===== config.mk =====
export PLATFORM = sky130hd
export DESIGN_NAME = regfile_issue_ctrl
export DESIGN_NICKNAME = d
export VERILOG_FILES = /design/src/rtl/regfile_issue_ctrl.sv
export SDC_FILE = /design/constraint.sdc
export NUM_CORES = 1
export LEC_CHECK = 0
export ABC_CLOCK_PERIOD_IN_PS = 3540
export CAP_MARGIN = 20
export CORE_ASPECT_RATIO = 1.75
export CORE_MARGIN = 2
export CORE_UTILIZATION = 41
export DETAILED_ROUTE_END_ITERATION = 10
export PLACE_DENSITY = 0.82
export SLEW_MARGIN = 20
export SYNTH_ARGS = -nofsm -noshare
export SYNTH_HDL_FRONTEND = slang
export SYNTH_SLANG_ARGS = --single-unit

===== constraint.sdc =====
create_clock -name CLK -period 3.54 [get_ports CLK]
set_clock_uncertainty 0.05 [all_clocks]
set_input_delay 0.708 -clock CLK [delete_from_list [all_inputs] [get_ports CLK]]
set_output_delay 0.708 -clock CLK [all_outputs]
set_load 0.005 [all_outputs]

===== src/rtl/regfile_issue_ctrl.sv =====
// Issue controller for the RV32I 32x32 register file: scoreboard-based RAW/WAW
// stalls, same-cycle writeback bypass, and rs1 read-port sharing with a debug reader.
module regfile_issue_ctrl #(
  parameter int unsigned DBG_MAX_WAIT = 4,
  parameter bit          BYPASS_EN    = 1'b1
) (
  input  logic        CLK,
  input  logic        RSTN,
  input  logic        flush,
  input  logic        dec_valid,
  output logic        dec_ready,
  input  logic [4:0]  dec_rs1,
  input  logic [4:0]  dec_rs2,
  input  logic        dec_rs1_use,
  input  logic        dec_rs2_use,
  input  logic [4:0]  dec_rd,
  input  logic        dec_rd_use,
  input  logic        wb_valid,
  input  logic [4:0]  wb_rd,
  input  logic [31:0] wb_data,
  output logic [4:0]  rf_rs1,
  output logic [4:0]  rf_rs2,
  output logic        rf_rs1_ren,
  output logic        rf_rs2_ren,
  input  logic [31:0] rf_rs1_data,
  input  logic [31:0] rf_rs2_data,
  output logic [4:0]  rf_rd,
  output logic        rf_rd_wen,
  output logic [31:0] rf_rd_data,
  output logic        op_valid,
  output logic [31:0] op1,
  output logic [31:0] op2,
  output logic [4:0]  op_rd,
  output logic        op_rd_use,
  input  logic        dbg_req,
  input  logic [4:0]  dbg_addr,
  output logic        dbg_gnt,
  output logic        dbg_rvalid,
  output logic [31:0] dbg_rdata,
  output logic [31:0] busy_vec
);

  localparam int unsigned AW = 5;
  localparam int unsigned DW = 32;
  localparam int unsigned CW = $clog2(DBG_MAX_WAIT + 1);

  typedef enum logic [1:0] {S_RUN, S_DBG, S_FLUSH} state_t;
  typedef enum logic [1:0] {SEL_ZERO, SEL_RF, SEL_BYP} opsel_t;

  state_t         state;
  opsel_t         op1_sel, op2_sel, sel1_nxt, sel2_nxt;
  logic [CW-1:0]  dbg_cnt;
  logic [DW-1:0]  wb_data_q;
  logic [DW-1:0]  busy_nxt;
  logic           dbg_zero_q;
  logic           byp1, byp2, haz1, haz2, waw, dbg_force, fire;

  // Write port is a straight copy of writeback; x0 is never written.
  assign rf_rd      = wb_rd;
  assign rf_rd_wen  = wb_valid && (wb_rd != AW'(0));
  assign rf_rd_data = wb_data;

  // Hazard detection, issue handshake and rs1 port arbitration.
  always_comb begin
    byp1      = BYPASS_EN && wb_valid && (wb_rd == dec_rs1) && dec_rs1_use && (dec_rs1 != AW'(0));
    byp2      = BYPASS_EN && wb_valid && (wb_rd == dec_rs2) && dec_rs2_use && (dec_rs2 != AW'(0));
    haz1      = dec_rs1_use && (dec_rs1 != AW'(0)) && busy_vec[dec_rs1] && !byp1;
    haz2      = dec_rs2_use && (dec_rs2 != AW'(0)) && busy_vec[dec_rs2] && !byp2;
    waw       = dec_rd_use && (dec_rd != AW'(0)) && busy_vec[dec_rd] &&
                !(wb_valid && (wb_rd == dec_rd));
    dbg_force = dbg_req && (dbg_cnt == CW'(DBG_MAX_WAIT));
    dec_ready = RSTN && (state != S_FLUSH) && !flush && !haz1 && !haz2 && !waw && !dbg_force;
    fire      = dec_valid && dec_ready;
    dbg_gnt   = RSTN && dbg_req && !flush && (!(fire && dec_rs1_use) || dbg_force);

    rf_rs1     = dbg_gnt ? dbg_addr : dec_rs1;
    rf_rs1_ren = dbg_gnt || (fire && dec_rs1_use);
    rf_rs2     = dec_rs2;
    rf_rs2_ren = fire && dec_rs2_use;

    sel1_nxt = SEL_ZERO;
    if (fire && dec_rs1_use && (dec_rs1 != AW'(0))) sel1_nxt = byp1 ? SEL_BYP : SEL_RF;
    sel2_nxt = SEL_ZERO;
    if (fire && dec_rs2_use && (dec_rs2 != AW'(0))) sel2_nxt = byp2 ? SEL_BYP : SEL_RF;
  end

  // Scoreboard: writeback clears, issue sets (set wins), flush wipes everything.
  always_comb begin
    busy_nxt = busy_vec;
    if (wb_valid) busy_nxt[wb_rd] = 1'b0;
    if (fire && dec_rd_use) busy_nxt[dec_rd] = 1'b1;
    if (flush) busy_nxt = '0;
    busy_nxt[0] = 1'b0;
  end

  // Operands and debug data come from the RF one cycle after the read enable.
  always_comb begin
    op1 = '0;
    op2 = '0;
    case (op1_sel)
      SEL_RF:  op1 = rf_rs1_data;
      SEL_BYP: op1 = wb_data_q;
      default: op1 = '0;
    endcase
    case (op2_sel)
      SEL_RF:  op2 = rf_rs2_data;
      SEL_BYP: op2 = wb_data_q;
      default: op2 = '0;
    endcase
    dbg_rdata = (dbg_rvalid && !dbg_zero_q) ? rf_rs1_data : '0;
  end

  always_ff @(posedge CLK or negedge RSTN) begin
    if (!RSTN) begin
      state      <= S_RUN;
      busy_vec   <= '0;
      dbg_cnt    <= '0;
      op_valid   <= 1'b0;
      op1_sel    <= SEL_ZERO;
      op2_sel    <= SEL_ZERO;
      wb_data_q  <= '0;
      op_rd      <= '0;
      op_rd_use  <= 1'b0;
      dbg_rvalid <= 1'b0;
      dbg_zero_q <= 1'b0;
    end else begin
      case (state)
        S_RUN: begin
          if (flush)        state <= S_FLUSH;
          else if (dbg_gnt) state <= S_DBG;
        end
        S_DBG: begin
          if (flush)         state <= S_FLUSH;
          else if (!dbg_gnt) state <= S_RUN;
        end
        default: state <= S_RUN;
      endcase

      busy_vec <= busy_nxt;

      if (dbg_gnt)                                     dbg_cnt <= '0;
      else if (dbg_req && (dbg_cnt != CW'(DBG_MAX_WAIT))) dbg_cnt <= dbg_cnt + CW'(1);

      op_valid <= fire;
      op1_sel  <= sel1_nxt;
      op2_sel  <= sel2_nxt;
      if (fire) begin
        wb_data_q <= wb_data;
        op_rd     <= dec_rd;
        op_rd_use <= dec_rd_use;
      end

      dbg_rvalid <= dbg_gnt;
      dbg_zero_q <= (dbg_addr == AW'(0));
    end
  end

endmodule


Figure 1. Routed clock nets over the placement.
The bar under the picture is 20 um long.
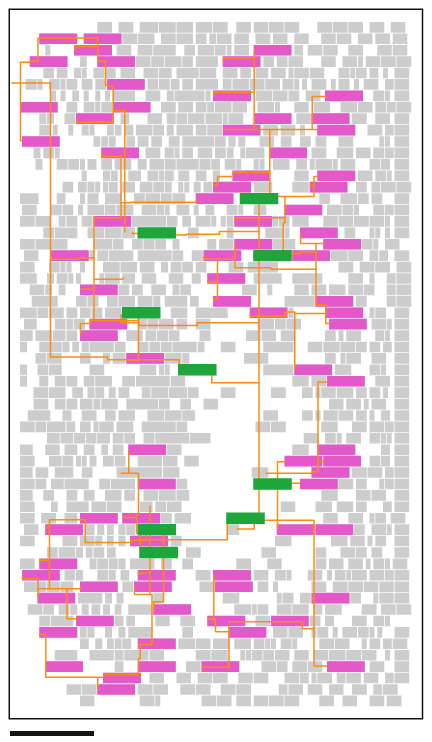
[orange] clock wires | length: 1,230 um
[magenta] flip-flops | count: 81
[green] clock-net drivers | count: 9
routed clock nets	10

Figure 2. Met4 routing.
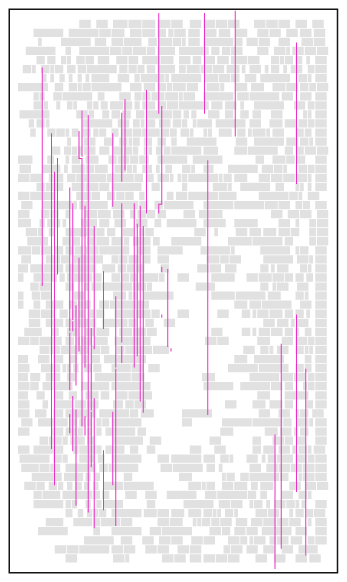
share of all routed wire	6.7%
wire length on this layer	1,840 um
main direction	vertical
nets with wire on the layer	49
longest straight run	119 um
Routed WL: 27.6 mm
via count: 7,130

Figure 3. I/O pins on the die edge.
Pins as bars across the die edge, other pins in grey.
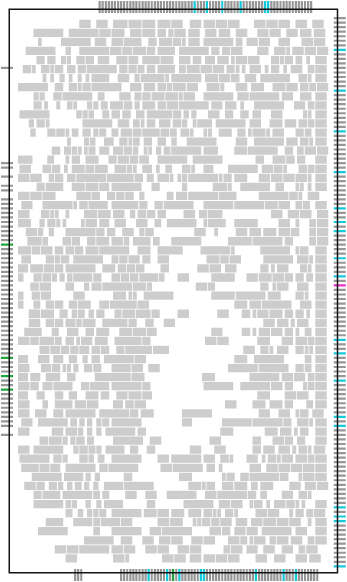
colour	port	pins	direction	edge
green	`wb_rd`	5	input	4 left, 1 bottom
cyan	`rf_rd_data`	32	output	18 right, 8 bottom, 6 top
magenta	`dec_rs2_use`	1	input	right

==> flow_metrics.tcl <==
# implementation run metrics
set metrics [dict create \
    edf_count 0 \
    mappedNetlistNets 837 \
    worst_pin_slew_ps 789 \
    area_growth_pct 66.6 \
    clock_area_frac 0.0292 \
    min_path_type "input port to async pin" \
    slowest_delay_ps 410 \
    synth_cell_types 56 \
    htree_levels 3 \
    buf_share 0.391 \
    status "finished with violations" \
    root_buffer "clkbuf_16" \
    failed_checks "negative setup slack" \
    fin_ws_ps -138 \
    placed_area_um2 9930 \
    hold_viol_final 0 \
    crit_chain "dlygate4sd2_1 -> xor2_1 -> nor4_4 -> a31oi_4 -> o2111ai_2 -> and4_4 -> a31oi_4 -> buf_6 -> mux2_4 -> buf_6" \
    dp_hpwl_mm 21.3 \
    powerSeq_mw 1.28 \
    yosysTopAreaCell "dfrtp_1" \
    ant_nets 0 \
    powerClk_uw 997 \
    common_cells "dfrtp_1, nor2_1, a22oi_1" \
    final_nets 1182 \
    reg2reg_slack_ps 460 \
    clk_latency_ps 340 \
    yosys_area_um2 6350 \
    ys_warn_count 0 \
    largest_class "buffers" \
    finalSetupViolations 6 \
    rsz0062_at_grt "yes" \
    multi_input_comb_cells 511 \
    crit_required_ps 2780 \
    top_cell "dfrtp_1" \
    ys_async_sr_fraction 1.00 \
    regMostFlops "wb_data_q" \
    syn_area_um2 6350 \
    whs_ps 88.1 \
    p_per_area_nw_per_um2 298 \
    swShare 0.304 \
    largest_register_ff_count 32 \
    ys_seq_share 0.319 \
    critPathCaptureType "primary output" \
    ys_cells 701 \
    netSwitchingPower_uw 958 \
    maxPowerGroup "sequential cells" \
    pg_comb_uw 873 \
    dp_cells 1200 \
    cts_buffers 9 \
    grt_pass1_vias 7108 \
    cts.sink_count 81 \
    comb_share 0.361 \
    antenna_cells 8 \
    die_y_um 169 \
    drive_above_1_share 0.210 \
    p_total_mw 3.15 \
    grt_max_degree 80 \
    signal_buffers 433 \
    drc 0 \
    wl_per_cell_um 22.2 \
    gp_congestion 1.04 \
    nWellTaps 186 \
    critical_path.top_delay_family "simple AND/OR/NAND/NOR gates" \
    critPathMaxFanout 5 \
    combinationalPowerShare 0.277 \
    clockBufferDepth 2 \
    instances_no_fill 1245 \
    rows 60 \
    design.core.area_um2 15200 \
    seq_cells 81 \
    fp.dieW_um 98.1 \
    clkPwrFrac 0.316 \
    vias_per_cell 5.73 \
    fmax_ghz 0.272 \
    seq_power_share 0.407 \
    fin_tns_setup_ps -631 \
]
Figure 4. Register map, names as in the netlist.
Other sequential cells in the stronger grey, the rest of the logic in the fainter grey.
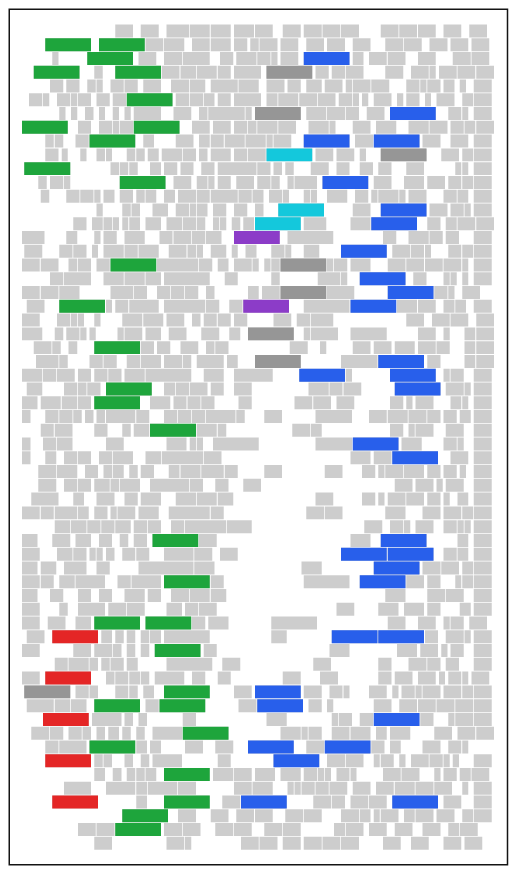
colour	signal	flops
cyan	`dbg_cnt`	3
red	`op_rd`	5
blue	`wb_data_q`	32
green	`busy_vec`	31
purple	`state`	2
not coloured	8
Storage cell area: 2030 um^2
sequential share of cell area: 0.191

Figure 5. Congestion heat map.
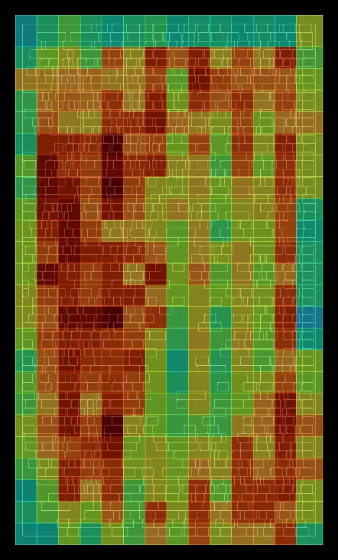
gr busiest metal: met2
met3 usage in global routing: 0.108
met1 usage: 0.316
total track usage: 0.323

==> path summary, 6_finish.rpt <==
| path | depth (start not counted) | end | startpoint |
|---|---|---|---|
| worst min-delay path | 1 | dbg_zero_q$_DFF_PN0_ | RSTN |
| max in group asynchronous | 2 | busy_vec[21]$_DFF_PN0_ | RSTN |
| worst max register to register | 13 | wb_data_q[13]$_DFFE_PN0N_ | busy_vec[28]$_DFF_PN0_ |
| min in group CLK | 1 | state[1]$_DFFE_PN0P_ | state[1]$_DFFE_PN0P_ |
| worst min register to register | 1 | state[1]$_DFFE_PN0P_ | state[1]$_DFFE_PN0P_ |
| worst max-delay path | 10 | rf_rs1[4] | wb_rd[4] |
==> timing repair <==
action,CTS,global route
endpoints found under the hold margin,0,0
gates cloned,1,0
endpoints found under the setup margin,40,9
buffers inserted,16,5
pin swaps,16,15
resized,89,32
==> layer usage <==
layer  vias to the layer above  wire, um
li1                       3184         -
met1                      3398      9020
met2                       424     14300
met3                       116      2440
met4                         8      1840
met5                         -        58
==> kinds of logic after synthesis <==
| group | synth area share |
|---|---|
| AND/OR/NAND/NOR | 0.208 |
| AND-OR/OR-AND | 0.180 |
| buffers and inverters | 0.101 |
| multiplexers | 0.157 |
| flip-flops | 0.319 |
| XOR/XNOR | 0.0221 |
| adder cells (fa/ha/maj) | 0.0118 |
| other | 0.000590 |
==> placed cells by master, fill, tap and decap left out, types with 9 or more instances in the layout <==
cell	instances
buf_6	19
nor2_1	76
nor2b_1	22
buf_4	99
dfrtp_1	81
o41ai_2	9
nand3_1	24
mux2_1	30
mux2i_1	17
nand2_1	31
xor2_1	9
a22oi_1	68
mux2_2	21
and2_1	33
nand3b_1	23
mux2_4	10
clkbuf_16	9
o21ai_0	35
inv_1	9
clkdlybuf4s50_1	285
